<file path="src/rtl/mac_window_packer_if.sv">
// Stream and status bundle for the MAC window packer.
// The master modport is the producer/consumer side; the slave modport is the packer itself.
interface mac_window_packer_if #(
    parameter int DATA_WIDTH = 14,
    parameter int NUM_INPUTS = 27
);
    logic                               start;
    logic                               in_valid;
    logic                               in_ready;
    logic signed [DATA_WIDTH-1:0]       pixel_in;
    logic signed [DATA_WIDTH-1:0]       weight_in;
    logic [NUM_INPUTS*DATA_WIDTH-1:0]   packed_out;
    logic                               data_valid_out;
    logic                               end_flag;
    logic                               busy;

    modport master (
        output start, in_valid, pixel_in, weight_in,
        input  in_ready, packed_out, data_valid_out, end_flag, busy
    );

    modport slave (
        input  start, in_valid, pixel_in, weight_in,
        output in_ready, packed_out, data_valid_out, end_flag, busy
    );
endinterface

</file>
<file path="src/rtl/mac_window_packer.sv">
// Multiplies pixel/weight pairs, rounds half-to-even, saturates and packs NUM_INPUTS
// results per window; signals end of run after DRAIN_CYCLES (must be >= 1).
module mac_window_packer #(
    parameter int DATA_WIDTH   = 14,
    parameter int FRAC_WIDTH   = 8,
    parameter int NUM_INPUTS   = 27,
    parameter int NUM_WINDOWS  = 16,
    parameter int DRAIN_CYCLES = 8
) (
    input  logic                  clk,
    input  logic                  reset,
    mac_window_packer_if.slave    bus
);

    localparam int PROD_W  = 2 * DATA_WIDTH;
    localparam int PACK_W  = NUM_INPUTS * DATA_WIDTH;
    localparam int ELEM_W  = (NUM_INPUTS > 1) ? $clog2(NUM_INPUTS) : 1;
    localparam int WIN_W   = 16;
    localparam int DRAIN_W = (DRAIN_CYCLES > 1) ? $clog2(DRAIN_CYCLES) : 1;

    localparam logic [ELEM_W-1:0]       LAST_ELEM  = ELEM_W'(NUM_INPUTS - 1);
    localparam logic [WIN_W-1:0]        LAST_WIN   = WIN_W'(NUM_WINDOWS - 1);
    localparam logic [DRAIN_W-1:0]      LAST_DRAIN = DRAIN_W'(DRAIN_CYCLES - 1);
    localparam logic [FRAC_WIDTH-1:0]   HALF       = FRAC_WIDTH'(1 << (FRAC_WIDTH - 1));
    localparam logic signed [PROD_W-1:0] SAT_MAX   = PROD_W'((1 << (DATA_WIDTH - 1)) - 1);
    localparam logic signed [PROD_W-1:0] SAT_MIN   = ~SAT_MAX;

    typedef enum logic [1:0] {
        IDLE,
        FILL,
        DRAIN,
        DONE
    } state_t;

    state_t               state_q, state_d;
    logic [ELEM_W-1:0]    elemCnt_q, elemCnt_d;
    logic [WIN_W-1:0]     winCnt_q, winCnt_d;
    logic [DRAIN_W-1:0]   drainCnt_q, drainCnt_d;
    logic [PACK_W-1:0]    work_q, work_d;
    logic [PACK_W-1:0]    packed_q, packed_d;
    logic                 dataValid_q, dataValid_d;

    logic signed [PROD_W-1:0] pixExt;
    logic signed [PROD_W-1:0] wtExt;
    logic signed [PROD_W-1:0] product;
    logic signed [PROD_W-1:0] floorQ;
    logic signed [PROD_W-1:0] rounded;
    logic [FRAC_WIDTH-1:0]    remBits;
    logic                     roundUp;
    logic [DATA_WIDTH-1:0]    elemVal;

    // Full-precision product, arithmetic shift (floor), then nudge up on
    // fractions above one half or on an exact half with an odd quotient.
    always_comb begin
        pixExt  = $signed({{DATA_WIDTH{bus.pixel_in[DATA_WIDTH-1]}}, bus.pixel_in});
        wtExt   = $signed({{DATA_WIDTH{bus.weight_in[DATA_WIDTH-1]}}, bus.weight_in});
        product = pixExt * wtExt;
        floorQ  = product >>> FRAC_WIDTH;
        remBits = product[FRAC_WIDTH-1:0];
        roundUp = (remBits > HALF) || ((remBits == HALF) && floorQ[0]);
        rounded = floorQ + PROD_W'(roundUp);
        if (rounded > SAT_MAX) begin
            elemVal = SAT_MAX[DATA_WIDTH-1:0];
        end else if (rounded < SAT_MIN) begin
            elemVal = SAT_MIN[DATA_WIDTH-1:0];
        end else begin
            elemVal = rounded[DATA_WIDTH-1:0];
        end
    end

    always_comb begin
        state_d     = state_q;
        elemCnt_d   = elemCnt_q;
        winCnt_d    = winCnt_q;
        drainCnt_d  = drainCnt_q;
        work_d      = work_q;
        packed_d    = packed_q;
        dataValid_d = 1'b0;

        case (state_q)
            IDLE: begin
                if (bus.start) begin
                    state_d   = FILL;
                    elemCnt_d = '0;
                    winCnt_d  = '0;
                end
            end
            FILL: begin
                if (bus.in_valid) begin
                    for (int k = 0; k < NUM_INPUTS; k++) begin
                        if (ELEM_W'(k) == elemCnt_q) begin
                            work_d[k*DATA_WIDTH +: DATA_WIDTH] = elemVal;
                        end
                    end
                    // The output register only changes here, so a partial
                    // window never disturbs what downstream is reading.
                    if (elemCnt_q == LAST_ELEM) begin
                        elemCnt_d   = '0;
                        packed_d    = work_d;
                        dataValid_d = 1'b1;
                        winCnt_d    = winCnt_q + WIN_W'(1);
                        if (winCnt_q == LAST_WIN) begin
                            state_d    = DRAIN;
                            drainCnt_d = '0;
                        end
                    end else begin
                        elemCnt_d = elemCnt_q + ELEM_W'(1);
                    end
                end
            end
            DRAIN: begin
                if (drainCnt_q == LAST_DRAIN) begin
                    state_d = DONE;
                end else begin
                    drainCnt_d = drainCnt_q + DRAIN_W'(1);
                end
            end
            DONE: begin
                state_d = IDLE;
            end
            default: begin
                state_d = IDLE;
            end
        endcase
    end

    always_ff @(posedge clk or negedge reset) begin
        if (!reset) begin
            state_q     <= IDLE;
            elemCnt_q   <= '0;
            winCnt_q    <= '0;
            drainCnt_q  <= '0;
            work_q      <= '0;
            packed_q    <= '0;
            dataValid_q <= 1'b0;
        end else begin
            state_q     <= state_d;
            elemCnt_q   <= elemCnt_d;
            winCnt_q    <= winCnt_d;
            drainCnt_q  <= drainCnt_d;
            work_q      <= work_d;
            packed_q    <= packed_d;
            dataValid_q <= dataValid_d;
        end
    end

    assign bus.in_ready       = (state_q == FILL);
    assign bus.busy           = (state_q != IDLE);
    assign bus.end_flag       = (state_q == DONE);
    assign bus.data_valid_out = dataValid_q;
    assign bus.packed_out     = packed_q;

endmodule

</file>
<file path="src/flat_wrapper.sv">
// flat-port wrapper written by rule: the top's interface ports become plain ports
module mac_window_packer_flat 
#(
    parameter int DATA_WIDTH   = 14,
    parameter int FRAC_WIDTH   = 8,
    parameter int NUM_INPUTS   = 27,
    parameter int NUM_WINDOWS  = 16,
    parameter int DRAIN_CYCLES = 8
)
  (clk, reset, bus_start, bus_in_valid, bus_pixel_in, bus_weight_in, bus_in_ready, bus_packed_out, bus_data_valid_out, bus_end_flag, bus_busy);
  mac_window_packer_if #(.DATA_WIDTH(DATA_WIDTH), .NUM_INPUTS(NUM_INPUTS)) bus_i ();
  input  logic clk;
  input  logic reset;
  input wire logic [$bits(bus_i.start)-1:0] bus_start;
  input wire logic [$bits(bus_i.in_valid)-1:0] bus_in_valid;
  input wire logic [$bits(bus_i.pixel_in)-1:0] bus_pixel_in;
  input wire logic [$bits(bus_i.weight_in)-1:0] bus_weight_in;
  output wire logic [$bits(bus_i.in_ready)-1:0] bus_in_ready;
  output wire logic [$bits(bus_i.packed_out)-1:0] bus_packed_out;
  output wire logic [$bits(bus_i.data_valid_out)-1:0] bus_data_valid_out;
  output wire logic [$bits(bus_i.end_flag)-1:0] bus_end_flag;
  output wire logic [$bits(bus_i.busy)-1:0] bus_busy;
  assign bus_i.start = bus_start;
  assign bus_i.in_valid = bus_in_valid;
  assign bus_i.pixel_in = bus_pixel_in;
  assign bus_i.weight_in = bus_weight_in;
  assign bus_in_ready = bus_i.in_ready;
  assign bus_packed_out = bus_i.packed_out;
  assign bus_data_valid_out = bus_i.data_valid_out;
  assign bus_end_flag = bus_i.end_flag;
  assign bus_busy = bus_i.busy;
  mac_window_packer #(.DATA_WIDTH(DATA_WIDTH), .FRAC_WIDTH(FRAC_WIDTH), .NUM_INPUTS(NUM_INPUTS), .NUM_WINDOWS(NUM_WINDOWS), .DRAIN_CYCLES(DRAIN_CYCLES)) u_core (.clk(clk), .reset(reset), .bus(bus_i));
endmodule
</file>
<file path="config.mk">
export PLATFORM = sky130hd
export DESIGN_NAME = mac_window_packer_flat
export DESIGN_NICKNAME = d
export VERILOG_FILES = /design/src/rtl/mac_window_packer_if.sv /design/src/rtl/mac_window_packer.sv /design/src/flat_wrapper.sv
export SDC_FILE = /design/constraint.sdc
export NUM_CORES = 2
export LEC_CHECK = 0
export CAP_MARGIN = 15
export CORE_ASPECT_RATIO = 0.9
export CORE_MARGIN = 4
export CORE_UTILIZATION = 60
export CTS_BUF_LIST = sky130_fd_sc_hd__clkbuf_4 sky130_fd_sc_hd__clkbuf_8
export DETAILED_ROUTE_END_ITERATION = 16
export GPL_ROUTABILITY_DRIVEN = 0
export PLACE_DENSITY = 0.87
export SLEW_MARGIN = 20
export SYNTH_ARGS = -nofsm -noshare
export SYNTH_HDL_FRONTEND = slang
export SYNTH_SLANG_ARGS = --single-unit
</file>
<file path="constraint.sdc">
create_clock -name clk -period 5 [get_ports clk]
set_input_delay 0.75 -clock clk [delete_from_list [all_inputs] [get_ports clk]]
set_output_delay 0.75 -clock clk [all_outputs]
set_load 0.02 [all_outputs]
</file>
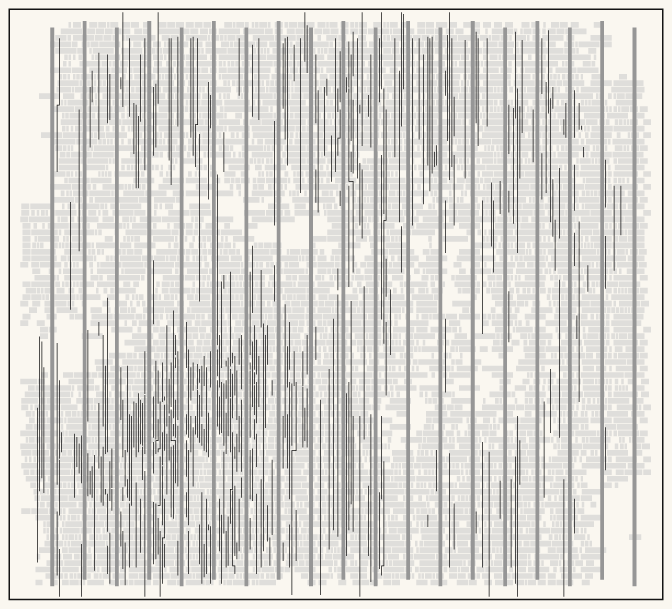
*Signal wires on met4*
Supply wires on this layer in gray.
The layer holds 7.9% of the routed length. The wires run mostly vertical. 322 nets have wire on it. The longest straight run is 101 um.
vias: 35152
Routed WL: 135.2 mm

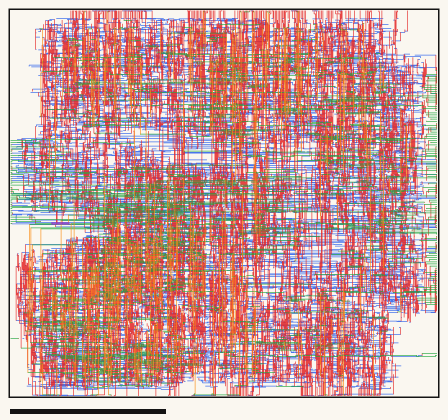
*Wiring by layer*
Bar = 100 um.
metal 3: in green, wire length 15300 um. metal 1: in blue, wire length 47.2 mm. metal 4: in orange, wire length 10700 um. metal 5: in purple, wire length 10.1 um. metal 2: in red, wire length 62.1 mm.
Avg WL per Cell: 23.70 um
Global Route Usage Sum: 0.3667

==> qor.csv <==
stage,metric,value,unit
sta,Final setup viols,443,
cells_and_area,non-clk buf share,0.1604,
cells_and_area,Reg area,0.01924,mm2
logic_synthesis,Syn Nets,4413,
setup_path,CP Class,input pin to flip-flop,
cells_and_area,Buffers excl. clock,804,
cells_and_area,most frequent logic cells in the routed design,"nand2_1 (1119), dfrtp_1 (769), o21ai_0 (389), clkdlybuf4s50_1 (384), buf_4 (289)",
min_path,worst hold path type,input pin to async pin,
clocking,latest clock arrival within the worst-skew pair,0.76,ns
global_routing,met3 Use GR,0.08742,
logic_synthesis,Post-Syn Area,0.03807,mm2
global_routing,maximum number of pins on one net before global-route repair,218,
cells_and_area,top cell category,registers,
sta,worst setup margin,-3.269,ns
placed_design,PortBufs,413,
sta,Max-slew headroom,0.1836,
logic_synthesis,Post-synth ARST share,1.000,
setup_path,CP max-delay cell,fa_1,
setup_path,Buf/Inv on CP,13,
route,DR WL met2,62.12,mm
sta,period utilization,1.654,
logic_synthesis,Yosys warning total,0,
sta,measured slew at the worst slew-check pin,1.221,ns
setup_path,critical path launch point type,input pin,
floorplanning,IO Pins,414,
placed_design,Post-DP HPWL,78.43,mm
global_routing,met1 Use GR,0.4666,
route,ANT nets after route,0,
clocking,Resize count post-CTS,330,
outcome,failing checks,setup timing,
job,Max-Cap Viols,0,
route,M1 WL,47.17,mm
sta,Sum Neg Setup Slack,-1371.57,ns
clocking,H-tree levels,3,
floorplanning,Die H,247.0,um
route,Starting DRT DRC Count,4400,
clocking,post-CTS setup buffer count,66,
global_routing,vias in the first global route,34836,
logic_synthesis,Mean Syn Cell Area,9.271,um2
outcome,status,"complete, but fails checks",
sta,Final Max Tran Viols,0,
setup_path,"CP delay by family, top",adder cells,
clocking,root buf cell,clkbuf_8,
logic_synthesis,Mapped Cells,4106,
cells_and_area,clock network area share,0.05164,
setup_path,CP peak stage delay,0.80,ns
clocking,Inserted Clock Buffers,115,
setup_path,Critical Path Most Common Cell,fa_1,
setup_path,critical path depth,33,
cells_and_area,area growth from synthesis to layout,32.38,%
global_routing,first-pass GRT wire length,191.9,mm
logic_synthesis,Unique masters post-synth,71,
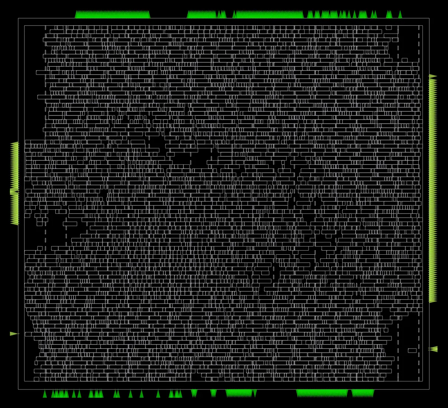
*Placement view*
Seq area share: 0.3819
Filler cells: 3513
row count: 87
flop count: 769

==> through the flow <==
step | util | hold slack, ns | cells | instance area [um2] | worst slack [ns]
after floorplan | - | 0.4418 | 4106 | 38500 | -2.522
after global placement | 0.7177 | 0.4487 | 5376 | 45000 | -3.438
after detailed placement | 0.7177 | 0.4542 | 5376 | 45000 | -3.568
after CTS | 0.7836 | 0.1242 | 5655 | 49130 | -2.261
after global routing | 0.8037 | 0.1414 | 5704 | 50390 | -3.550
final | 0.8037 | 0.1016 | 5705 | 50390 | -3.269
==> cell usage after synthesis (5+ instances only) <==
cell	n	share of area
a211oi_1	7	0.0014
clkbuf_1	247	0.024
ha_1	80	0.026
dfrtp_1	769	0.51
nor2_1	159	0.016
nand2_1	1135	0.11
nor3_1	16	0.0021
inv_1	229	0.023
and2_1	102	0.017
and3_1	22	0.0036
o211ai_1	22	0.0043
buf_1	7	0.00069
o21ai_0	702	0.092
nand3_1	88	0.012
nand4_1	20	0.0033
xnor2_1	26	0.0060
buf_2	5	0.00066
a31oi_1	21	0.0035
a21oi_1	103	0.014
nor4_1	6	0.00099
mux2i_1	5	0.0013
fa_1	195	0.10
nand2b_1	13	0.0021
xor2_1	18	0.0041
nor2b_1	11	0.0018
or3_1	13	0.0021
==> kinds of logic (layout without fill, tap and decap cells) <==
logic type / count (synthesis) / in the layout / synth area share
flip-flops: 769 / 769 / 0.5055
adder cells (fa/ha/maj): 275 / 275 / 0.1288
multiplexers: 6 / 6 / 0.001611
other: 0 / 5 / 0
AND/OR/NAND/NOR: 1613 / 1613 / 0.1783
AND-OR/OR-AND: 907 / 908 / 0.1267
XOR/XNOR: 44 / 44 / 0.01012
buffers and inverters: 492 / 1240 / 0.04888
